**Run 1: power grid**

Scale bar: 50 um. Pins as bars on the die edge. Tap cells in gray.
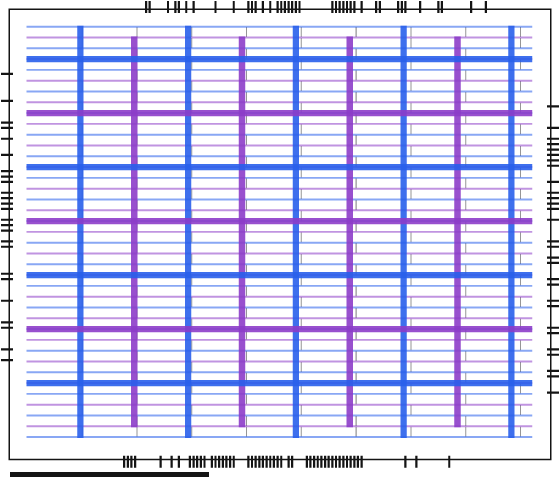
**Run 1: placement by cell class**

Scale bar: 50 um.
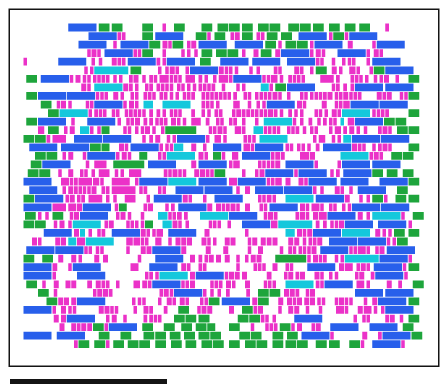
**Run 1: clock distribution**

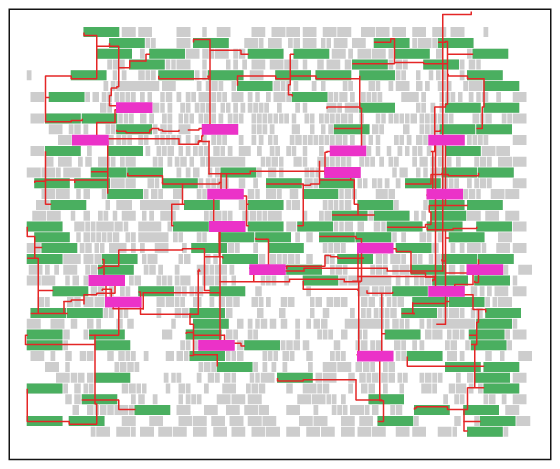
**Run 1: metal layers overlaid**

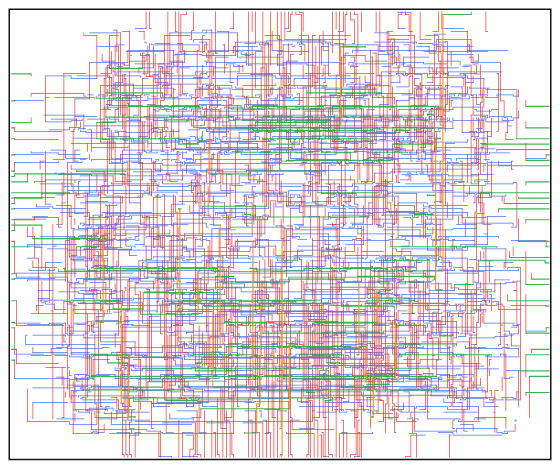
[src/rtl/store_data_align.sv]
// rtl/store_data_align.sv - RV32I store-side byte-lane formatter with req/ack bus beats
//
// Purpose:
//   Takes SB/SH/SW requests from execute, places the low byte/half/word of
//   rs2 on the correct byte lanes of a 32-bit word bus and generates byte
//   enables. Stores that cross a word boundary are either split into two
//   word-aligned beats (SPLIT_MISALIGNED=1) or rejected (SPLIT_MISALIGNED=0).
//
// Ports:
//   clk        in   system clock, rising edge
//   reset      in   asynchronous active-high reset
//   st_valid   in   store request valid
//   st_ready   out  idle and able to accept (registered)
//   st_funct3  in   store funct3 (000 SB, 001 SH, 010 SW)
//   st_addr    in   byte address
//   st_data    in   rs2 value
//   mem_req    out  bus write request
//   mem_addr   out  word-aligned bus address
//   mem_wdata  out  lane-aligned write data, disabled lanes driven 0
//   mem_be     out  byte enables, bit i covers mem_wdata[8i+7:8i]
//   mem_ack    in   bus beat accepted
//   st_done    out  one-cycle pulse when the store has fully completed
//   st_err     out  one-cycle pulse when a request is rejected

module store_data_align #(
  parameter bit SPLIT_MISALIGNED = 1'b1,
  parameter int ADDR_WIDTH       = 32
) (
  input  logic                  clk,
  input  logic                  reset,
  input  logic                  st_valid,
  output logic                  st_ready,
  input  logic [2:0]            st_funct3,
  input  logic [ADDR_WIDTH-1:0] st_addr,
  input  logic [31:0]           st_data,
  output logic                  mem_req,
  output logic [ADDR_WIDTH-1:0] mem_addr,
  output logic [31:0]           mem_wdata,
  output logic [3:0]            mem_be,
  input  logic                  mem_ack,
  output logic                  st_done,
  output logic                  st_err
);

  typedef enum logic [1:0] {
    S_IDLE  = 2'd0,
    S_BEAT0 = 2'd1,
    S_BEAT1 = 2'd2
  } state_t;

  state_t                state_q, state_d;
  logic                  st_ready_q, st_ready_d;
  logic                  mem_req_q, mem_req_d;
  logic [ADDR_WIDTH-1:0] mem_addr_q, mem_addr_d;
  logic [31:0]           mem_wdata_q, mem_wdata_d;
  logic [3:0]            mem_be_q, mem_be_d;
  logic                  st_done_q, st_done_d;
  logic                  st_err_q, st_err_d;

  // Second-beat payload, captured at accept so the input side is free
  // while beat0 is still waiting for its ack.
  logic                  need_b1_q, need_b1_d;
  logic [ADDR_WIDTH-1:0] b1_addr_q, b1_addr_d;
  logic [31:0]           b1_wdata_q, b1_wdata_d;
  logic [3:0]            b1_be_q, b1_be_d;

  // ---------------------------------------------------------------------
  // Request decode and lane computation (combinational on request inputs)
  // ---------------------------------------------------------------------
  logic [1:0]            off;
  logic [3:0]            size_mask;
  logic                  legal_f3;
  logic [31:0]           data_masked;
  logic [63:0]           wide_data;
  logic [7:0]            wide_be;
  logic                  crosses;
  logic                  reject;
  logic                  accept;
  logic [ADDR_WIDTH-1:0] base_addr;
  logic [ADDR_WIDTH-1:0] next_addr;

  assign off = st_addr[1:0];

  always_comb begin
    size_mask = 4'b0000;
    legal_f3  = 1'b0;
    case (st_funct3)
      3'b000: begin size_mask = 4'b0001; legal_f3 = 1'b1; end
      3'b001: begin size_mask = 4'b0011; legal_f3 = 1'b1; end
      3'b010: begin size_mask = 4'b1111; legal_f3 = 1'b1; end
      default: begin size_mask = 4'b0000; legal_f3 = 1'b0; end
    endcase
  end

  // Masking before the shift keeps unused rs2 bytes off the bus, so every
  // lane whose enable is clear ends up driven 0.
  assign data_masked = st_data & {{8{size_mask[3]}}, {8{size_mask[2]}},
                                  {8{size_mask[1]}}, {8{size_mask[0]}}};
  assign wide_data   = {32'b0, data_masked} << {off, 3'b000};
  assign wide_be     = {4'b0000, size_mask} << off;

  // Any enable in the upper word means the access straddles two words;
  // this is exactly SH at off=3 and SW at off!=0.
  assign crosses = |wide_be[7:4];
  assign reject  = !legal_f3 || (crosses && (SPLIT_MISALIGNED == 1'b0));
  assign accept  = st_valid && st_ready_q;

  assign base_addr = {st_addr[ADDR_WIDTH-1:2], 2'b00};
  assign next_addr = base_addr + ADDR_WIDTH'(4);  // wraps modulo 2^ADDR_WIDTH

  // ---------------------------------------------------------------------
  // Next-state and registered-output logic
  // ---------------------------------------------------------------------
  always_comb begin
    state_d     = state_q;
    mem_req_d   = mem_req_q;
    mem_addr_d  = mem_addr_q;
    mem_wdata_d = mem_wdata_q;
    mem_be_d    = mem_be_q;
    need_b1_d   = need_b1_q;
    b1_addr_d   = b1_addr_q;
    b1_wdata_d  = b1_wdata_q;
    b1_be_d     = b1_be_q;
    st_done_d   = 1'b0;
    st_err_d    = 1'b0;

    case (state_q)
      S_IDLE: begin
        if (accept) begin
          if (reject) begin
            st_err_d = 1'b1;
          end else begin
            state_d     = S_BEAT0;
            mem_req_d   = 1'b1;
            mem_addr_d  = base_addr;
            mem_wdata_d = wide_data[31:0];
            mem_be_d    = wide_be[3:0];
            need_b1_d   = crosses;
            b1_addr_d   = next_addr;
            b1_wdata_d  = wide_data[63:32];
            b1_be_d     = wide_be[7:4];
          end
        end
      end

      S_BEAT0: begin
        if (mem_ack) begin
          if (need_b1_q) begin
            // Request stays high: beat1 follows with no idle cycle.
            state_d     = S_BEAT1;
            mem_addr_d  = b1_addr_q;
            mem_wdata_d = b1_wdata_q;
            mem_be_d    = b1_be_q;
            need_b1_d   = 1'b0;
          end else begin
            state_d     = S_IDLE;
            mem_req_d   = 1'b0;
            mem_addr_d  = '0;
            mem_wdata_d = '0;
            mem_be_d    = '0;
            st_done_d   = 1'b1;
          end
        end
      end

      S_BEAT1: begin
        if (mem_ack) begin
          state_d     = S_IDLE;
          mem_req_d   = 1'b0;
          mem_addr_d  = '0;
          mem_wdata_d = '0;
          mem_be_d    = '0;
          st_done_d   = 1'b1;
        end
      end

      default: begin
        state_d     = S_IDLE;
        mem_req_d   = 1'b0;
        mem_addr_d  = '0;
        mem_wdata_d = '0;
        mem_be_d    = '0;
        need_b1_d   = 1'b0;
      end
    endcase

    // Ready is a registered view of "next state is IDLE", so it rises on the
    // first edge after reset and in the cycle after the final ack.
    st_ready_d = (state_d == S_IDLE);
  end

  always_ff @(posedge clk or posedge reset) begin
    if (reset) begin
      state_q     <= S_IDLE;
      st_ready_q  <= 1'b0;
      mem_req_q   <= 1'b0;
      mem_addr_q  <= '0;
      mem_wdata_q <= '0;
      mem_be_q    <= '0;
      st_done_q   <= 1'b0;
      st_err_q    <= 1'b0;
      need_b1_q   <= 1'b0;
      b1_addr_q   <= '0;
      b1_wdata_q  <= '0;
      b1_be_q     <= '0;
    end else begin
      state_q     <= state_d;
      st_ready_q  <= st_ready_d;
      mem_req_q   <= mem_req_d;
      mem_addr_q  <= mem_addr_d;
      mem_wdata_q <= mem_wdata_d;
      mem_be_q    <= mem_be_d;
      st_done_q   <= st_done_d;
      st_err_q    <= st_err_d;
      need_b1_q   <= need_b1_d;
      b1_addr_q   <= b1_addr_d;
      b1_wdata_q  <= b1_wdata_d;
      b1_be_q     <= b1_be_d;
    end
  end

  assign st_ready  = st_ready_q;
  assign mem_req   = mem_req_q;
  assign mem_addr  = mem_addr_q;
  assign mem_wdata = mem_wdata_q;
  assign mem_be    = mem_be_q;
  assign st_done   = st_done_q;
  assign st_err    = st_err_q;

endmodule

[config.mk]
export PLATFORM = sky130hd
export DESIGN_NAME = store_data_align
export DESIGN_NICKNAME = d
export VERILOG_FILES = /design/src/rtl/store_data_align.sv
export SDC_FILE = /design/constraint.sdc
export NUM_CORES = 1
export LEC_CHECK = 0
export ABC_AREA = 1
export CAP_MARGIN = 40
export CORE_AREA = 4 4 132 109
export DETAILED_ROUTE_END_ITERATION = 6
export DIE_AREA = 0 0 136 113
export PLACE_DENSITY = 0.82
export SLEW_MARGIN = 15
export SYNTH_ARGS = -nofsm -noshare
export SYNTH_HDL_FRONTEND = slang
export SYNTH_SLANG_ARGS = --single-unit
[constraint.sdc]
create_clock -name clk -period 11 [get_ports clk]
set_input_delay 2.2 -clock clk [delete_from_list [all_inputs] [get_ports clk]]
set_output_delay 2.2 -clock clk [all_outputs]
set_load 0.05 [all_outputs]
==> run notes, run 1 <==
Notes on the flow run.

- The internal power of the cells is 1.34 mW, for reference.
- The critical path's most frequent cell is o21ai_0, for reference.
- The most crowded layer after global routing is met1, for reference.
- Of the combinational cells, the family taking the most area is simple AND/OR/NAND/NOR gates.
- The tool warning count is 29, for reference.
- Along the critical path, the tally of buffer and inverter instances is 3.
- The script logs the ratio of routed vias to standard cells as 5.50.
- Among cell families on the critical path, the largest total delay comes from buffers and inverters.
- Setup repair after global routing left no endpoint under its margin.
- The number of cells on the worst hold path is 2, for reference.
- Per the synthesis report, the simple-gate share of the synthesized area is 42.4%.
- The data arrival time reported for the critical path is 4.72 ns.
- The run finished with clean final reports.
- In the final layout, flip-flops and latches take up 35.3% of the cell area.
- Timing analysis after detailed placement gives a worst setup slack of 6.31 ns.
- Per the detail_route report, DRC violations left total 0.
- Per the post-synthesis stats, the area per cell is 7.01 um^2.
- In the post-synthesis netlist, the cell with the most instances is nand2_1.
- The gate count after technology mapping is 1008, for reference.
- The first-iteration detailed-routing DRC count is 838, for reference.
- Compared with the post-synthesis result, the final layout area differs by 30.5%.
- Ranking logic cells in the layout by count gives the top entries nand2_1 (468), nand3_1 (161), clkdlybuf4s50_1 (140).
- The area of the placeable core is 13200 um^2, for reference.
- In the synthesis report, Yosys lists the chip area as 7070 um^2.
- The path class of the lowest-slack min-delay path is register to register, for reference.
- Before antenna repair, the detailed router went through 6 iterations.
- The ratio of final minimum period to clock period is 39.8%, for reference.
- The multi-input logic portion of the cell area is 36.8%, for reference.
- Clock latency on the worst-skew pair, taken at its later pin, is 0.43 ns.
- The die area is 15400 um^2, for reference.
- The total length of routed wires is 22600 um, for reference.
- The number of unique standard cell types used by synthesis is 30, for reference.
- The script extracted a total leakage power of 4.48 nW.
- After layout, the design draws a total of 2.40 mW.
- For this design, the slowest cell found on the critical path is clkdlybuf4s50_1.
- Per Yosys stat, the portion of area used by sequential elements is 46.0%.
- Listed in order, past its start point the critical path passes clkdlybuf4s50_1, inv_1, buf_16, nor2_2, o21ai_0, o21ai_0.
- The number of sequential cells reported for the layout is 130.
- The tool flagged a number of max-cap violations equal to 0.
- In the post-synthesis netlist, the biggest area contributors are dfrtp_1 (46%), nand2_1 (25%), nand3_1 (11%).
- The worst path meets setup with 6.62 ns of slack.
- In the final run the clock tree shows a worst skew of 0.00880 ns.
- Once the clock tree was built, the setup fixing pass inserted 0 buffers.
- The critical path class is primary input to register, for reference.
- The met1 global-route usage is 44.2%, for reference.
- The script logs the mean routed wire length per placed instance as 17.0 um.
- The via count of the first global-routing pass was 6938.
- Of the total power, registers draw 32.0%.
## Picture notes: 'power grid'
Purple is VDD. Blue is VSS.
9 straps on met4. 143 signal pins sit on the boundary. 180 tap cells. The core has 38 rows.

## Picture notes: 'placement by cell class'
Cyan is clock drivers and dummy loads, cells 32, share of their area 6.8%. Magenta is combinational and other logic, cells 835, share of their area 40%. Green is other buffers and delay cells, cells 150, share of their area 17%. Blue is flops, cells 130, share of their area 36%.

## Picture notes: 'clock distribution'
Red is clock wires, length 1760 um. Green is flip-flops, count 130. Magenta is clock drivers, count 17.
Position of the flops: spread over the die. There are 18 routed clock nets.

## Picture notes: 'metal layers overlaid'
Red is metal 2, wire length 9580 um. Orange is metal 4, wire length 482 um. Blue is metal 1, wire length 10100 um. Green is metal 3, wire length 2420 um.

==> run 1: power groups by stage <==
stage,clock (mW),combinational (mW),sequential (mW)
floorplan,0,0.364,1.09
global placement,0,1.03,0.768
detailed placement,0,1.04,0.769
CTS,0.590,1.05,0.765
global route,0.614,1.13,0.790
finish,0.585,1.05,0.767
==> run 1: worst max path at each step <==
stage	depth (start not counted)	slack [ns]	endpoint	from
finish	6	6.62	need_b1_q$_DFFE_PP0P_	st_addr[0]
global route	8	6.53	b1_wdata_q[1]$_DFFE_PP0P_	st_addr[0]
CTS	6	6.76	need_b1_q$_DFFE_PP0P_	st_addr[0]
detailed placement	8	6.31	b1_wdata_q[7]$_DFFE_PP0P_	st_addr[0]
global placement	7	6.11	b1_wdata_q[0]$_DFFE_PP0P_	st_addr[0]
floorplan	1	5.33	b1_addr_q[10]$_DFFE_PP0P_	reset
==> run 1: per-stage QoR <==
stage / instances / hold WS, ns / cell area, um^2
after global placement: 1292 / 0.459 / 8530
after global routing: 1327 / 0.497 / 9220
after detailed placement: 1295 / 0.465 / 8610
after CTS: 1327 / 0.481 / 9220
final: 1327 / 0.480 / 9220
after floorplan: 1009 / 0.431 / 7070
==> run 1: state kept, by name, indices dropped and copies added (netlist names) <==
register,flops
mem_wdata,32
b1_addr_q,30
mem_addr,30
b1_wdata_q,24
mem_be,4
b1_be_q,3
state_q,2
mem_req,1
need_b1_q,1
st_done,1
st_err,1
st_ready,1
==> run 1: tightest hold or removal path, cell delays in order, from the launching register on <==
cell and delay, ns:
dfrtp_1 0.34, nand2_1 0.05, nand3_1 0.05
**Run 1: routing congestion**

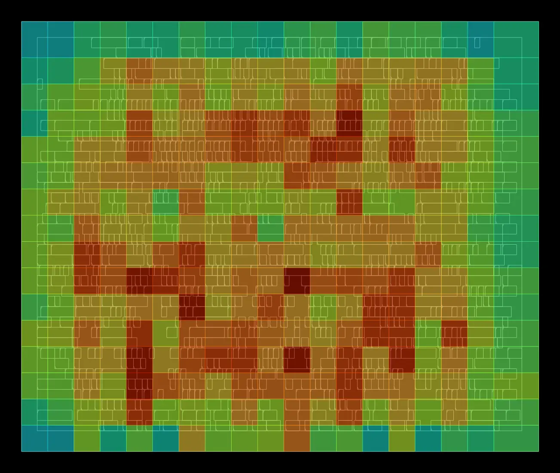

==> inputs of run 2 (changes only) <==
--- a/config.mk
+++ b/config.mk
@@ -7,10 +7,10 @@
 export LEC_CHECK = 0
 export ABC_AREA = 1
 export CAP_MARGIN = 40
-export CORE_AREA = 4 4 132 109
+export CORE_AREA = 4 4 136 112
 export DETAILED_ROUTE_END_ITERATION = 6
-export DIE_AREA = 0 0 136 113
-export PLACE_DENSITY = 0.82
+export DIE_AREA = 0 0 140 116
+export PLACE_DENSITY = 0.78
 export SLEW_MARGIN = 15
 export SYNTH_ARGS = -nofsm -noshare
 export SYNTH_HDL_FRONTEND = slang
==> constraint.sdc (replaced) <==
create_clock -name clk -period 4.05 [get_ports clk]
set_input_delay 0.81 -clock clk [delete_from_list [all_inputs] [get_ports clk]]
set_output_delay 0.81 -clock clk [all_outputs]
set_load 0.05 [all_outputs]
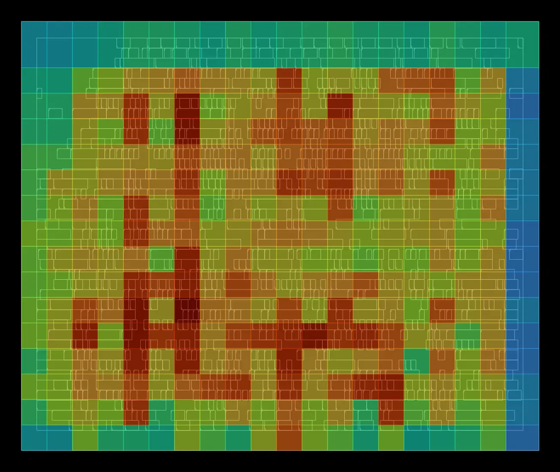
**Above:** run 2 (routing congestion).
global-route usage over all layers: 27.8%
GR Layer Usage met2: 41.2%
GRT met1 Usage: 40.0%
highest-utilization routing layer at the global route stage: met2

==> run notes, run 2 <==
Notes on the flow run.

- The run finished with clean final reports.
- Summed over all cells, the static leakage comes to 4.48 nW.
- The detailed-route vias per instance is 5.42, for reference.
- The sum of met2 wire segment lengths after detailed routing is 9610 um, for reference.
- The antenna violation net count after detailed routing is 0, for reference.
- The arrival time reported for the critical path endpoint is 3.19 ns, for reference.
- The maximum vdd drop is 0.000421 V, for reference.
- By startpoint and endpoint, the worst setup path is classified as primary input to register.
- The via count of the first global-routing pass is 6659, for reference.
- The flow reports power dissipated in sequential cells as 2.08 mW.
- The path class of the lowest-slack min-delay path is register to register, for reference.
- The synthesized netlist devotes 42.4% of its cell area to simple gates.
- The number of cells on the worst hold path is 1, for reference.
- After layout, the setup clock skew is reported as 0.00651 ns.
- The post-layout worst setup margin is 1.21 ns, for reference.
- After synthesis, the cell types taking the most area are dfrtp_1 (46%), nand2_1 (25%), nand3_1 (11%).
- In the final routed layout, each cell accounts on average for 16.7 um.
- Of the available clock period, the critical path in the final layout requires 70.1%.
- Sequential elements use 46.0% of the synthesized area.
- The placement stage leaves a total instance area of 8610 um^2.
- The setup fix buffers added after clock tree synthesis is 0, for reference.
- The mean area per synthesized cell is 7.01 um^2, for reference.
- In this run the power density over the cells is 703 nW/um^2.
- The total area inside the core boundary comes to 14000 um^2.
- Setup repair after global routing left no endpoint under its margin.
- The count of maximum capacitance violations is 0, for reference.
- In this run, power in combinational logic comes to 2.84 mW.
- The highest-power group is combinational cells, for reference.
- The first-iteration detailed-routing DRC count is 872, for reference.
- The die area is 16200 um^2, for reference.
- The synthesized cell area is 7070 um^2, for reference.
- The flow measured a signed area growth from synthesis to layout of 30.7%.
- The tool warning count for the run is 29.
- Before antenna repair, the detailed router went through 6 iterations.
- The internal power of the cells is 3.65 mW, for reference.
- The total length of routed wires is 22400 um, for reference.
- The top cell type by instance count after synthesis is nand2_1, for reference.
- The flip-flop count of the largest register after layout is 32, for reference.
- The clock distribution power is 1.57 mW, for reference.
- The number of unique standard cell types used by synthesis is 30, for reference.
- Before CTS, the worst setup slack after placement is 0.785 ns.
- The final non-filler cell area is 9230 um^2, for reference.
- In the layout the commonest cells are nand2_1 (468), nand3_1 (161), clkdlybuf4s50_1 (140).
- Synthesis handed over a netlist of 1008 instances.
- The largest non-sequential cell family by area is simple AND/OR/NAND/NOR gates, for reference.
==> run 2: stage by stage <==
stage                     instances  hold slack (ns)  utilization (%)  power (mW)
final                          1335            0.478             66.1        6.49
after global routing           1335            0.497             66.1        6.85
after CTS                      1334            0.476             66.0        6.52
after detailed placement       1302            0.461             61.7        4.92
after global placement         1302            0.457             61.7        4.88
after floorplan                1009            0.431                -        3.94
==> run 2: area by class of cell <==
class	count	area, um^2
multi-input cells	781	3390
clock buffers	20	447
fillers	1239	4720
inverters	54	206
well taps	184	230
repair buffers	154	1540
flip-flops and latches	130	3250
clock inverters	12	159
==> run 2: kinds of logic after synthesis <==
| logic type | after synthesis |
|---|---|
| other | 1 |
| and+or+nand+nor | 721 |
| AOI/OAI and AO/OA | 48 |
| xor gates and xnor gates | 5 |
| DFF | 130 |
| buffers and inverters | 98 |
| adders and majority gates | 5 |
==> run 2: worst max-delay path by stage <==
stage            startpoint                   endpoint  cells past startpoint
3_5_place_dp   st_funct3[1]  mem_wdata[16]$_DFFE_PP0P_                      9
5_1_grt        st_funct3[1]    mem_addr[2]$_DFFE_PP0P_                      9
6_report       st_funct3[1]   mem_wdata[9]$_DFFE_PP0P_                      9
2_1_floorplan         reset  b1_addr_q[10]$_DFFE_PP0P_                      1
3_3_place_gp   st_funct3[1]  mem_wdata[13]$_DFFE_PP0P_                      9
4_1_cts        st_funct3[1]   mem_wdata[9]$_DFFE_PP0P_                      9
==> run 2: worst max-delay path, stage by stage <==
cell and delay (ns):
clkdlybuf4s50_1 0.44, nand2_1 0.16, nand2_2 0.14, nand2_1 0.19, nand3_2 0.48, nor2_4 0.21, buf_4 0.52, nand2_1 0.11
nand3_1 0.11
**Run 2: metal layers overlaid**

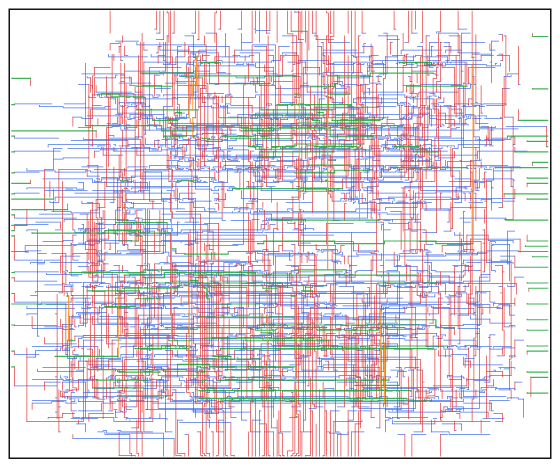

==> inputs of run 3 (changes only) <==
--- a/config.mk
+++ b/config.mk
@@ -7,10 +7,10 @@
 export LEC_CHECK = 0
 export ABC_AREA = 1
 export CAP_MARGIN = 40
-export CORE_AREA = 4 4 136 112
+export CORE_AREA = 4 4 143 117
 export DETAILED_ROUTE_END_ITERATION = 6
-export DIE_AREA = 0 0 140 116
-export PLACE_DENSITY = 0.78
+export DIE_AREA = 0 0 147 121
+export PLACE_DENSITY = 0.75
 export SLEW_MARGIN = 15
 export SYNTH_ARGS = -nofsm -noshare
 export SYNTH_HDL_FRONTEND = slang
==> constraint.sdc (replaced) <==
create_clock -name clk -period 2.5 [get_ports clk]
set_input_delay 0.5 -clock clk [delete_from_list [all_inputs] [get_ports clk]]
set_output_delay 0.5 -clock clk [all_outputs]
set_load 0.05 [all_outputs]
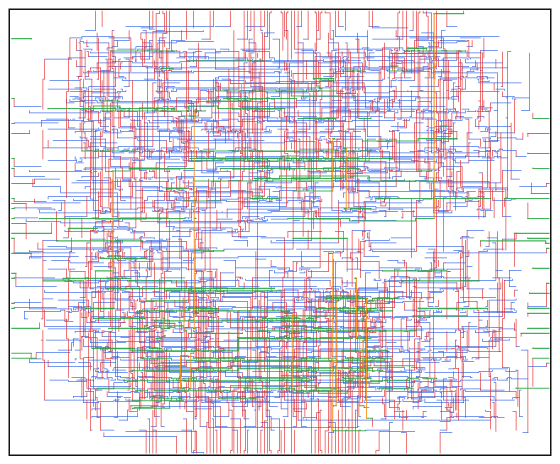
**Above:** run 3 (metal layers overlaid).
Green is metal 3, wire length 2380 um. Orange is metal 4, wire length 398 um. Red is metal 2, wire length 9800 um. Blue is metal 1, wire length 11000 um.

==> run notes, run 3 <==
Notes on the flow run.

- For this run, the detailed router's first-pass iteration total came to 6.
- The ratio of final minimum period to clock period is 86.0%, for reference.
- The critical path launch point is mem_wdata[17]$_DFFE_PP0P_, for reference.
- Checking hold timing, the worst path is listed with class primary input to asynchronous set/reset pin.
- The kind of cell with the highest combined delay along the critical path is buffers and inverters.
- Between clock sinks in the finished design, the worst skew comes to 0.00885 ns.
- From synthesis to final layout, the design area changed by 33.6%.
- OpenROAD emitted warnings numbering 29.
- The wire length per cell is 17.1 um, for reference.
- Ranked by total cell area, the synthesized netlist is headed by dfrtp_1 (46%), nand2_1 (25%), nand3_1 (11%).
- The critical path buffer and inverter count is 1, for reference.
- Once layout is complete, the cells apart from fillers number 1382.
- According to the floorplan report, the placeable core area is 15400 um^2.
- The clock latency on the worst-skew pair is 0.42 ns, for reference.
- The post-detailed-placement cell area is 8830 um^2, for reference.
- Setup repair after global routing left no endpoint under its margin.
- The master of the slowest instance on the critical path is clkdlybuf4s50_1, for reference.
- For this run, the detailed router reports a per-instance via density of 5.28.
- A synthesized cell averages 7.01 um^2.
- The final non-filler cell area is 9440 um^2, for reference.
- The first-iteration detailed-routing DRC count is 877, for reference.
- The proportion of synthesized chip area in sequential cells is 46.0%, for reference.
- The delay of the slowest cell on the worst path is 0.83 ns, for reference.
- The leakage power of the design is 4.59 nW, for reference.
- The run finished with clean final reports.
- The number of fillers in the final layout is 1398, for reference.
- The area reported by Yosys stat is 7070 um^2, for reference.
## run 3: cell types whose count changed in the layout (fill, tap and decap cells not counted), sizes merged
cell      delta
buf         +17
clkinv       -1
clkinvlp     -1
inv          +1
## run 3: per-stage QoR
stage	utilization (%)	power, mW	setup slack, ns	setup TNS, ns	hold WS (ns)
floorplan	-	6.38	0.391	0	0.431
global placement	57.2	8.03	-0.0151	-0.0269	0.459
detailed placement	57.2	8.08	0.00401	0	0.462
CTS	61.1	10.7	0.332	0	0.381
global route	61.1	11.2	0.199	0	0.401
finish	61.1	10.7	0.349	0	0.386
## run 3: area by class of cell
class	instances	area (um^2)	share of cell area, %
clock buffers	20	457	4.84
inverters	54	206	2.19
flip-flops and latches	130	3250	34.5
well taps	215	269	2.85
clock inverters	11	155	1.64
repair buffers	171	1710	18.1
multi-input cells	781	3390	35.9
## run 3: kinds of logic after synthesis
logic type / count (synthesis) / share of synthesized area [%]
flops: 130 / 46.0
fa+ha+maj: 5 / 0.885
simple gates: 721 / 42.4
other cells: 1 / 0.0531
xor+xnor: 5 / 0.620
compound gates: 48 / 3.97
buf+inv: 98 / 6.07
## run 3: power breakdown
part | switching [mW] | total [mW] | internal (mW)
combinational | 3.20 | 4.71 | 1.51
clock | 0.976 | 2.60 | 1.62
sequential | 0.478 | 3.36 | 2.89
## run 3: routing by layer
layer  vias to the layer above  track usage, %  share of wire, %
li1                       3519               -                 -
met5                         -               0                 0
met3                        38            6.20                10
met1                      3343            42.1                47
met2                       393            37.1                42
met4                         0            7.33               1.7
Power figures rest on the tool's default switching activity, not on a simulated workload.
